[src/rtl/line_window_buffer.sv]
// ----------------------------------------------------------------------------
// line_window_buffer
//
// Sliding KxK window generator for the conv datapath. Raster-order pixels are
// accepted one per cycle when in_valid is high. K-1 line memories hold the
// previous image rows. A KxK shift register holds the window. Row and column
// counters decide when the window holds a complete, in-frame KxK block.
//
// Ports
//   clk        : rising-edge clock
//   rst_n      : synchronous reset, active-low
//   in_valid   : pixel_in is accepted this cycle (no backpressure)
//   pixel_in   : raster-order pixel, DATA_W bits
//   win_valid  : win_out holds a complete window (registered)
//   win_out    : window; element (i,j) at bits [(i*K+j)*DATA_W +: DATA_W];
//                row 0 is the oldest image row, column K-1 is the newest pixel
//   win_row    : image row of the window's bottom-right pixel
//   win_col    : image column of the window's bottom-right pixel
//   frame_done : one-cycle pulse after the last pixel of a frame is accepted
// ----------------------------------------------------------------------------
module line_window_buffer #(
    parameter int DATA_W = 8,
    parameter int IMG_W  = 4,
    parameter int IMG_H  = 4,
    parameter int K      = 3
) (
    input  logic                         clk,
    input  logic                         rst_n,
    input  logic                         in_valid,
    input  logic [DATA_W-1:0]            pixel_in,
    output logic                         win_valid,
    output logic [K*K*DATA_W-1:0]        win_out,
    output logic [$clog2(IMG_H)-1:0]     win_row,
    output logic [$clog2(IMG_W)-1:0]     win_col,
    output logic                         frame_done
);

    localparam int CW = $clog2(IMG_W);
    localparam int RW = $clog2(IMG_H);

    // Position counters of the next pixel to be accepted
    logic [CW-1:0]     col_r;
    logic [RW-1:0]     row_r;
    logic [CW-1:0]     col_nxt_s;
    logic [RW-1:0]     row_nxt_s;
    logic              col_last_s;
    logic              row_last_s;
    logic              pos_ok_s;

    // Line memories: line_mem_r[0] holds the previous row, line_mem_r[K-2] the oldest
    logic [DATA_W-1:0] line_mem_r [0:K-2][0:IMG_W-1];
    // Window registers: win_r[i][j], row i, column j
    logic [DATA_W-1:0] win_r      [0:K-1][0:K-1];
    // Tap column entering the window, oldest row first
    logic [DATA_W-1:0] tap_s      [0:K-1];

    logic              win_valid_r;
    logic              frame_done_r;
    logic [RW-1:0]     win_row_r;
    logic [CW-1:0]     win_col_r;

    // Counter wrap logic and window-position qualification
    always_comb begin
        col_last_s = (col_r == CW'(IMG_W - 1));
        row_last_s = (row_r == RW'(IMG_H - 1));
        pos_ok_s   = (row_r >= RW'(K - 1)) && (col_r >= CW'(K - 1));
        col_nxt_s  = col_r;
        row_nxt_s  = row_r;
        if (col_last_s) begin
            col_nxt_s = {CW{1'b0}};
            if (row_last_s) begin
                row_nxt_s = {RW{1'b0}};
            end else begin
                row_nxt_s = row_r + RW'(1);
            end
        end else begin
            col_nxt_s = col_r + CW'(1);
            row_nxt_s = row_r;
        end
    end

    // Tap column: stored rows at the current column, then the incoming pixel
    always_comb begin
        for (int i = 0; i < K; i++) begin
            tap_s[i] = {DATA_W{1'b0}};
        end
        for (int i = 0; i < K - 1; i++) begin
            tap_s[i] = line_mem_r[K-2-i][col_r];
        end
        tap_s[K-1] = pixel_in;
    end

    // Counters, line memories, window shift and registered outputs
    always_ff @(posedge clk) begin
        if (!rst_n) begin
            col_r        <= {CW{1'b0}};
            row_r        <= {RW{1'b0}};
            win_valid_r  <= 1'b0;
            frame_done_r <= 1'b0;
            win_row_r    <= {RW{1'b0}};
            win_col_r    <= {CW{1'b0}};
            for (int i = 0; i < K - 1; i++) begin
                for (int c = 0; c < IMG_W; c++) begin
                    line_mem_r[i][c] <= {DATA_W{1'b0}};
                end
            end
            for (int i = 0; i < K; i++) begin
                for (int j = 0; j < K; j++) begin
                    win_r[i][j] <= {DATA_W{1'b0}};
                end
            end
        end else if (in_valid) begin
            col_r        <= col_nxt_s;
            row_r        <= row_nxt_s;
            win_valid_r  <= pos_ok_s;
            frame_done_r <= col_last_s && row_last_s;
            win_row_r    <= row_r;
            win_col_r    <= col_r;
            // Each line memory passes its column entry one row further back
            for (int i = K - 2; i >= 1; i--) begin
                line_mem_r[i][col_r] <= line_mem_r[i-1][col_r];
            end
            line_mem_r[0][col_r] <= pixel_in;
            for (int i = 0; i < K; i++) begin
                for (int j = 0; j < K - 1; j++) begin
                    win_r[i][j] <= win_r[i][j+1];
                end
                win_r[i][K-1] <= tap_s[i];
            end
        end else begin
            // Idle: all state holds, pulses drop
            win_valid_r  <= 1'b0;
            frame_done_r <= 1'b0;
        end
    end

    // Flatten the window registers onto the output bus
    always_comb begin
        win_out = {(K*K*DATA_W){1'b0}};
        for (int i = 0; i < K; i++) begin
            for (int j = 0; j < K; j++) begin
                win_out[(i*K+j)*DATA_W +: DATA_W] = win_r[i][j];
            end
        end
    end

    assign win_valid  = win_valid_r;
    assign frame_done = frame_done_r;
    assign win_row    = win_row_r;
    assign win_col    = win_col_r;

endmodule
[config.mk]
export PLATFORM = sky130hd
export DESIGN_NAME = line_window_buffer
export DESIGN_NICKNAME = d
export VERILOG_FILES = /design/src/rtl/line_window_buffer.sv
export SDC_FILE = /design/constraint.sdc
export NUM_CORES = 1
export LEC_CHECK = 0
export CORE_MARGIN = 8
export CORE_UTILIZATION = 58
export CTS_CLUSTER_DIAMETER = 150
export DETAILED_ROUTE_END_ITERATION = 6
export PLACE_DENSITY = 0.85
export SLEW_MARGIN = 20
export SYNTH_ARGS = -nofsm -noshare
export SYNTH_HDL_FRONTEND = slang
export SYNTH_SLANG_ARGS = --single-unit
[constraint.sdc]
create_clock -name clk -period 7.8 [get_ports clk]
set_clock_uncertainty 0.15 [all_clocks]
set_input_delay 0.78 -clock clk [delete_from_list [all_inputs] [get_ports clk]]
set_output_delay 0.78 -clock clk [all_outputs]
set_load 0.1 [all_outputs]
==> ci_impl_report.md <==
### Flow metrics

| Metric | Value |
|---|---|
| Comb group | `341 µW` |
| # clock sinks | `146` |
| Critical Path End | `win_out[64]` |
| Xor+xnor area frac | `0%` |
| Seq power | `930 µW` |
| Fin area | `7490 µm²` |
| GR Util met3 | `4.82%` |
| MUX share of area | `6.84%` |
| Ports | `89` |
| Initial antenna violation count | `0` |
| Crit Path Max Fanout | `2` |
| Gr usage total | `17.5%` |
| RR Startpoint | `col_r[0]` |
| ANT cells | `0` |
| Met1 usage | `20.6%` |
| Ao+oa area frac | `1.60%` |
| Mapped cell area | `5930 µm²` |
| Most common logic cells in the final layout | `edfxtp_1 (136), and3_1 (106), clkdlybuf4s50_1 (86)` |
| Post-DRT Antenna Nets | `0` |
| Seq cells post-synth | `146` |
| Max-area cell share | `68.9%` |
| Cell with the most instances after synthesis | `edfxtp_1` |
| Basic Gates by Area | `15.4%` |
| Clock network power share | `40.0%` |
| Worst-case clock buffer depth | `2` |
| Setup TNS | `0 ns` |
| Vias in the first global route | `3452` |
| Post-synth seq share | `72.3%` |
| Setup WS post-layout | `4.78 ns` |
| DRT iter0 DRCs | `352` |
| Psw | `595 µW` |
| Nets | `477` |
| Pre-Repair DR Iteration Count | `5` |
| Outcome | `finished, final reports clean` |
| Yosys chip area | `5930 µm²` |
| Vias per cell | `5.72` |
| CTS tree | `yes` |
| Yosys warning tally | `0` |
| Critical-path top delay cell | `clkdlybuf4s50_1` |
| Gpl congestion | `0.753` |
| Routed len/inst | `19.6 µm` |
| Most used flip-flop cell | `edfxtp_1` |
| DRC viols | `0` |
| Leading area contributor after synthesis | `edfxtp_1` |
| CTS root buf | `clkbuf_8` |
| Worst path required time | `6.87 ns` |
| Slew headroom | `30.3%` |
[per-stage QoR]
stage | cells | power [mW]
2_1_floorplan | 380 | 1.20
3_3_place_gp | 577 | 1.28
3_5_place_dp | 577 | 1.29
4_1_cts | 609 | 2.12
5_1_grt | 609 | 2.17
6_report | 609 | 2.12
[final cells by class]
cell class	instances	area share, %
Clock buffer	20	5.95
Clock inverter	12	2.39
Inverter	4	0.200
Multi-Input combinational cell	199	20.0
Sequential cell	146	57.2
Tap cell	136	2.27
Timing Repair Buffer	92	12.0
[tightest hold or removal path, cell delays in order (launching register included)]
cell,delay (ns)
dfxtp_1,0.33
mux2i_1,0.06
nor2_1,0.07
[sequential cells by signal, indices dropped and copies added, names as in the netlist]
register    cells
win_col         2
win_r          72
frame_done      1
col_r           2
win_row         2
line_mem_r     64
row_r           2
win_valid       1
M2 wires:
Cells faint in the background.
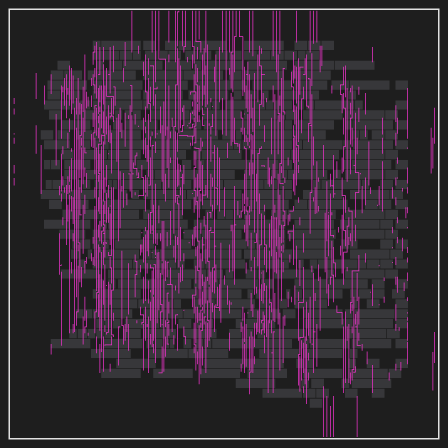
main direction	vertical
wire length on this layer	6070 µm
longest straight run	61.2 µm
share of all routed wire	51%
nets with wire on the layer	413
Post-Route WL: 11900 µm
DR vias: 3485

Metal 1:
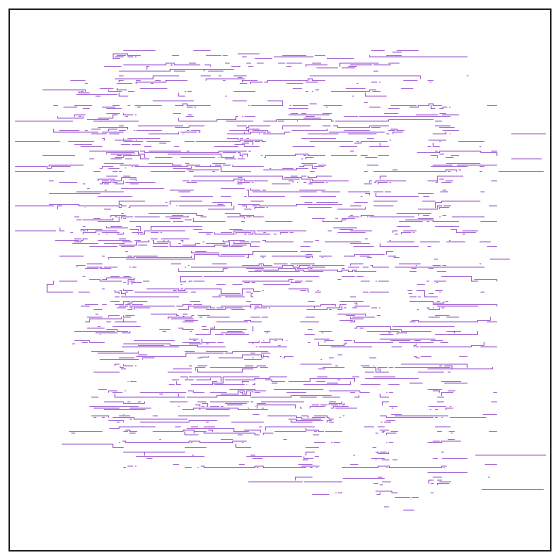
longest straight run	24.8 µm
share of all routed wire	39%
nets with wire on the layer	430
main direction	horizontal

Power and IR drop assume default switching activity.
